**src/rtl/timer_pkg.sv**
```systemverilog
// Shared definitions for the timer subsystem (up- and down-counting timers).
package timer_pkg;

  typedef enum logic [1:0] {
    IDLE   = 2'd0,
    RUN    = 2'd1,
    PAUSED = 2'd2
  } state_t;

  localparam logic MODE_ONESHOT  = 1'b0;
  localparam logic MODE_PERIODIC = 1'b1;

  localparam int CNT_W_DEFAULT = 32;

endpackage

```
**src/rtl/timer_irq_latch.sv**
```systemverilog
// Sticky interrupt flag: an enabled set beats a simultaneous clear.
module timer_irq_latch (
  input  logic clk,
  input  logic rst_n,
  input  logic set,
  input  logic en,
  input  logic clr,
  output logic flag
);

  always_ff @(posedge clk or negedge rst_n) begin
    if (!rst_n) begin
      flag <= 1'b0;
    end else if (set && en) begin
      flag <= 1'b1;
    end else if (clr) begin
      flag <= 1'b0;
    end
  end

endmodule

```
**src/rtl/time_down.sv**
```systemverilog
// One-shot / periodic count-down timer with expiry pulse and sticky irq.
module time_down
  import timer_pkg::*;
#(
  parameter int CNT_W = CNT_W_DEFAULT
) (
  input  logic             clk,
  input  logic             rst_n,
  input  logic             trig,
  input  logic             stop,
  input  logic             pause,
  input  logic             mode,
  input  logic [CNT_W-1:0] cfg_load,
  input  logic             irq_en,
  input  logic             irq_clr,
  output logic [CNT_W-1:0] cnt,
  output logic             busy,
  output logic             expire,
  output logic             irq
);

  state_t state;
  logic   load_ok;
  logic   terminal;

  // A zero-interval trig is treated as absent, so stop/count still apply.
  always_comb begin
    load_ok  = trig && (cfg_load != '0);
    terminal = !load_ok && !stop && (state != IDLE) && !pause &&
               (cnt == CNT_W'(1));
  end

  // Resuming from PAUSED counts on the same edge, so each paused cycle
  // delays expiry by exactly one cycle.
  always_ff @(posedge clk or negedge rst_n) begin
    if (!rst_n) begin
      state  <= IDLE;
      cnt    <= '0;
      busy   <= 1'b0;
      expire <= 1'b0;
    end else begin
      expire <= terminal;
      if (load_ok) begin
        cnt   <= cfg_load;
        state <= pause ? PAUSED : RUN;
        busy  <= 1'b1;
      end else if (stop) begin
        cnt   <= '0;
        state <= IDLE;
        busy  <= 1'b0;
      end else if (state != IDLE) begin
        if (pause) begin
          state <= PAUSED;
        end else if (terminal) begin
          if ((mode == MODE_PERIODIC) && (cfg_load != '0)) begin
            cnt   <= cfg_load;
            state <= RUN;
          end else begin
            cnt   <= '0;
            state <= IDLE;
            busy  <= 1'b0;
          end
        end else begin
          cnt   <= cnt - CNT_W'(1);
          state <= RUN;
        end
      end
    end
  end

  timer_irq_latch u_irq (
    .clk   (clk),
    .rst_n (rst_n),
    .set   (terminal),
    .en    (irq_en),
    .clr   (irq_clr),
    .flag  (irq)
  );

endmodule
```
**config.mk**
```make
export PLATFORM = sky130hd
export DESIGN_NAME = time_down
export DESIGN_NICKNAME = d
export VERILOG_FILES = /design/src/rtl/timer_pkg.sv /design/src/rtl/timer_irq_latch.sv /design/src/rtl/time_down.sv
export SDC_FILE = /design/constraint.sdc
export NUM_CORES = 1
export LEC_CHECK = 0
export CAP_MARGIN = 30
export CORE_ASPECT_RATIO = 2
export CORE_MARGIN = 4
export CORE_UTILIZATION = 49
export DETAILED_ROUTE_END_ITERATION = 8
export PLACE_DENSITY = 0.81
export SKIP_CTS_REPAIR_TIMING = 1
export SYNTH_ARGS = -nofsm -noshare
export SYNTH_HDL_FRONTEND = slang
export SYNTH_SLANG_ARGS = --single-unit
```
**constraint.sdc**
```tcl
create_clock -name clk -period 4.9 [get_ports clk]
set_input_delay 0.98 -clock clk [delete_from_list [all_inputs] [get_ports clk]]
set_output_delay 0.98 -clock clk [all_outputs]
set_load 0.01 [all_outputs]
```
**Run 1: where the registers sit**

Other sequential cells in the stronger grey, the rest of the logic in the fainter grey.
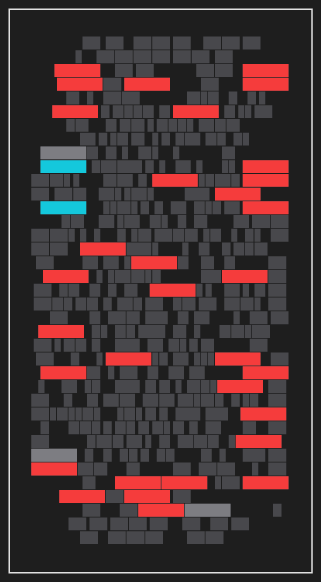
legend:
  cyan:
    netlist_name: `state`
    placed_flops: 2
  red:
    netlist_name: `cnt`
    placed_flops: 32
    where: all over the die

**Run 1: routing congestion**

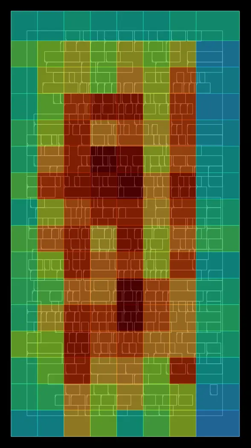
Most Crowded Layer GR: met2
met3 usage: 0.0396
Util after Layout: 0.676
GRT met2 Usage: 0.470

==> results.txt, run 1 <==
run results: status finished clean, Least-Margin Pin Slew 850 ps, top layer in use met4, max_cap viols 0, Critical Path Source Type input port, pre-CTS WS 767 ps, Antenna Nets Post-Route 0, grt total ovfl 0, fmax 251 MHz, global placement routability congestion 0.933, Max VDD drop 0.183 mV, critical path data required time 5090 ps, First DRT Iteration DRCs 207, Fin Setup TNS 0 ps, Placed Area 0.00339 mm^2, Worst Setup SP cfg_load[8], worst min path class flip-flop to flip-flop, P_int 0.562 mW, CP dominant cell by count nand2_1, Combinational Power Share 0.280, Critical Path Max Stage Delay 680 ps, Log Warnings 27, Nets 434, clock sinks 37, CP Max Fanout 15, flop-to-flop setup slack 1540 ps, Worst setup EP type flip-flop, total power 0.830 mW, worst r2r src cnt[24]$_DFFE_PN0P_, fin. max-slew vios 0, layout cell share with drive strength beyond 1 0.0663, Num CTS Buffers 5, register share after synthesis 0.355, Final WS setup 910 ps, register share of total power 0.447
**Run 1: the metal 2 layer**

Cells faint in the background.
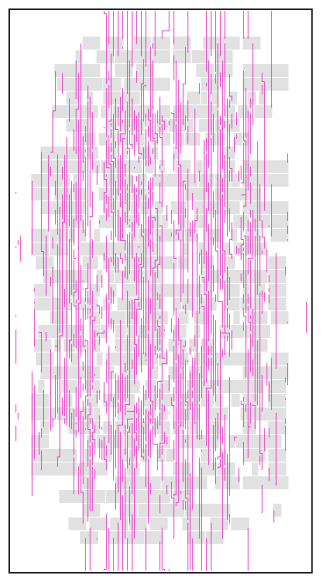
share of all routed wire: 53%
nets with wire on the layer: 367

-- run 1: state kept, by name, indices dropped and copies added, names as in the netlist --
signal	cells
expire	1
busy	1
state	2
u_irq.flag	1
cnt	32
-- run 1: cell usage after synthesis (all sizes together), types with 2 or more instances --
cell / instances
a21o: 2
a21oi: 22
a221o: 6
and3: 7
buf: 10
clkbuf: 9
dfrtp: 37
ha: 2
inv: 5
nand2: 32
nand2b: 3
nand3: 5
nand4: 5
nor2: 39
nor2b: 2
nor3: 12
nor3b: 3
nor4: 17
nor4b: 4
o211ai: 3
o21a: 6
o21ai: 25
o22ai: 14
o311ai: 3
o31ai: 4
or2: 3
or4: 7
xnor2: 10
xor2: 10
-- run 1: cells by family after synthesis --
group	after synthesis	share of synthesized area
compound gates	93	0.234
xor+xnor	20	0.0671
fa+ha+maj	2	0.00958
buf+inv	25	0.0479
flops	37	0.355
mux	1	0.00383
simple gates	143	0.283
-- run 1: cell type report --
type                       count  area [um^2]  share of cell area
clock buffer                   7         86.3              0.0248
inverter                       6         27.5             0.00792
multi-input combinational    259         1560               0.449
sequential                    37          926               0.266
tap                           58         72.6              0.0209
timing repair buffer          83          803               0.231
-- run 1: path summary, 6_finish.rpt --
| kind | end | cells after the start |
|---|---|---|
| hold / removal | busy$_DFFE_PN0P_ | 2 |
| min in group asynchronous | expire$_DFF_PN0_ | 1 |
| max in group asynchronous | cnt[11]$_DFFE_PN0P_ | 1 |
| hold reg to reg | busy$_DFFE_PN0P_ | 2 |
| setup / recovery | cnt[25]$_DFFE_PN0P_ | 9 |
| setup reg to reg | cnt[31]$_DFFE_PN0P_ | 7 |
-- run 1: worst max-delay path, delay by kind of cell --
| family | cells | cell delay, ps |
|---|---|---|
| compound gates | 3 | 1280 |
| buf+inv | 2 | 790 |
| simple gates | 4 | 1120 |
**Run 1: metal 1**

Supply wires on this layer in grey. Cells faint in the background.
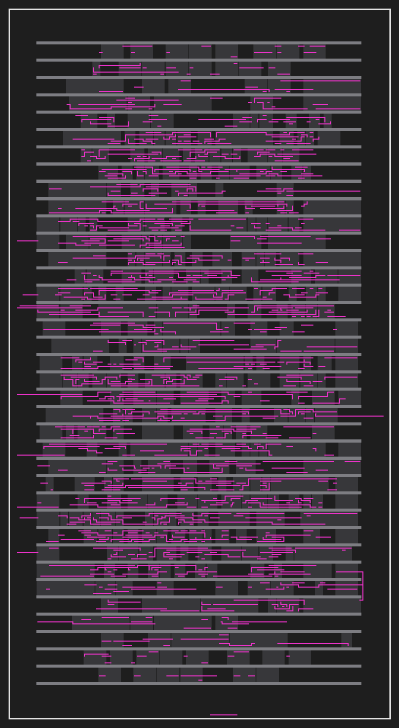

## Run 2: what changed since run 1
- CORE_UTILIZATION: 49 -> 44
- PLACE_DENSITY: 0.81 -> 0.77
- clock period: 4.9 -> 3.45 ns (I/O delays scaled with it)
**Run 2: metal 1**

Supply wires on this layer in grey. Cells faint in the background.
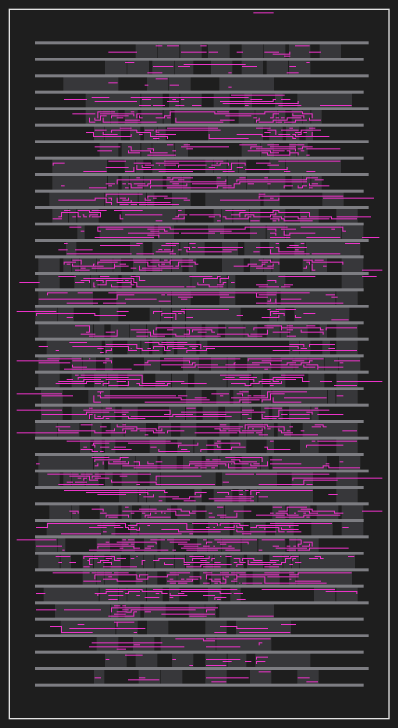
longest straight run: 33.1 um
nets with wire on the layer: 400
main direction: horizontal
share of all routed wire: 37%
wire length on this layer: 3410 um

**Run 2: I/O nets highlighted**

Bar = 20 um.
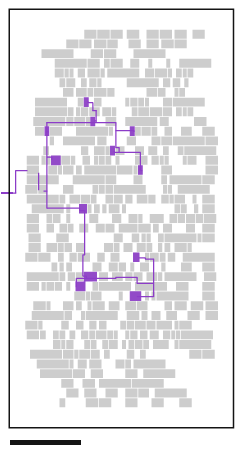
legend:
  purple:
    port: `stop`
    bits: 1
    direction: input
    edge: left
    end_cells: 12
    buffers: 2
    wire: 176 um

==> results.txt, run 2 <==
run results: Gate Count Post-Synth 321, relative slew slack 0.432, Final setup violation count 0, Top delay family on crit path simple AND/OR/NAND/NOR gates, met3 usage 0.0439 (+0.00431), flop-to-flop setup slack 270 ps (-1270 ps), worst min path class flip-flop to flip-flop, Critical Path Source Type input port, antenna diode count 0, post-synthesis compound-gate area fraction 0.234 (unchanged), Fin Setup TNS 0 ps (unchanged), Main logic family simple AND/OR/NAND/NOR gates, Max VDD drop 0.311 mV (+70%), Core Box Area 0.00576 mm^2, First DRT Iteration DRCs 215 (+3.9%), CP Max Fanout 18 (+3), Num CTS Buffers 5 (unchanged), Synth Flop Type dfrtp_1, Critical path buffers and inverters 2 (unchanged), CTS tree yes, root buf cell clkbuf_16, xor/xnor share of the synthesized area 0.0671 (unchanged), count leader, synth nor2_1, RSZ-0062 raised after global routing no, biggest registers after layout cnt x32, state x2, Logic area 0.00156 mm^2 (unchanged), Fillers 506, Max H-tree Level 2, simple share 0.283 (unchanged), post-detail-place hpwl 7.09 mm, WL final 9.34 mm, Die Y 117 um, Least-Margin Pin Slew 852 ps (+2.05 ps), Top cell area share 0.355, Most Crowded Layer GR met2, Async SR Flop Fraction 1.00, DRT Pass-1 Iters 5, Seq. cell area 926 um^2 (unchanged), critical path data required time 3630 ps (-1460 ps), Final period util 0.934, fmax 310 MHz, status finished clean, count of library flops with an enable pin 0, Worst setup EP type flip-flop, fin. max-slew vios 0 (unchanged), Log Warnings 27 (unchanged), via count 2986, clock sinks 37 (unchanged), top cell type by total area after synthesis dfrtp_1, layout cell share with drive strength beyond 1 0.110 (+0.0434), die width 62.5 um, GRT met2 Usage 0.489 (+0.0189), register share after synthesis 0.355 (unchanged), adder share 0.00958 (unchanged), GR Util met1 0.278, max_cap viols 0 (unchanged), static leakage 1.47 nW, Tmin final 3220 ps, mux frac, synth 0.00383 (unchanged), average wire per standard cell 19.8 um, Antenna Nets Post-Route 0 (unchanged), number of flip-flops in the largest register 32 (unchanged), global placement routability congestion 0.957 (+2.7%), total power 1.30 mW (+57%), vias per cell 6.34, Clock Path Buffers 2, Critical Path Max Stage Delay 600 ps (-80 ps), All-Layer GR Usage 0.265, Nets 453 (+4.4%), slowest CP cell nor4_1, top cells by count nor2_1, dfrtp_1, nand2_1, worst-path cell chain clkdlybuf4s50_1 > nor4_1 > nand4_1 > o21ai_1 > buf_4 > nand2b_1 > a21oi_1 > o21ai_0 > a221oi_1, most numerous logic cell after layout clkdlybuf4s50_1, Top reg by flops cnt, post-synth net total 363, Final Skew 7.11 ps, num rows 39, grt total ovfl 0 (unchanged), Util after Layout 0.637 (-0.0397)
[run 2: cell counts after synthesis]
No cell type changed its count.
[run 2: final timing paths]
path                                startpoint             endpoint  cells after the start
setup / recovery                   cfg_load[7]  cnt[14]$_DFFE_PN0P_                      9
hold reg to reg               busy$_DFFE_PN0P_     busy$_DFFE_PN0P_                      2
hold / removal                busy$_DFFE_PN0P_     busy$_DFFE_PN0P_                      2
setup reg to reg           cnt[24]$_DFFE_PN0P_  cnt[31]$_DFFE_PN0P_                      7
max in group asynchronous                rst_n  cnt[15]$_DFFE_PN0P_                      1
min in group asynchronous                rst_n  cnt[28]$_DFFE_PN0P_                      1
[run 2: metal layers]
layer  wire, um  part of all wire
met1       3410              0.37
met2       4980              0.53
met3        572             0.061
met4        373             0.040
met5          0                 0
[run 2: power by group]
part | switching, mW | internal, mW
Clock | 0.166 | 0.258
Sequential | 0.0604 | 0.469
Combinational | 0.163 | 0.184
[run 2: metrics by stage]
| step | setup WS (ps) | cell area, um^2 | hold slack [ps] | cells |
|---|---|---|---|---|
| after floorplan | 602 | 2610 | 394 | 321 |
| after global placement | 40.4 | 3540 | 480 | 465 |
| after detailed placement | -24.0 | 3540 | 489 | 465 |
| after CTS | 268 | 3670 | 508 | 471 |
| after global routing | 109 | 3670 | 533 | 471 |
| final | 229 | 3670 | 511 | 471 |
[run 2: cell type report]
| class | count | area share |
|---|---|---|
| tap | 61 | 0.0208 |
| inverter | 6 | 0.00751 |
| multi-input combinational | 259 | 0.426 |
| clock inverter | 1 | 0.00137 |
| sequential | 37 | 0.253 |
| clock buffer | 5 | 0.0341 |
| timing repair buffer | 102 | 0.258 |
No activity file was given, so power comes from the tool's default toggle rates.
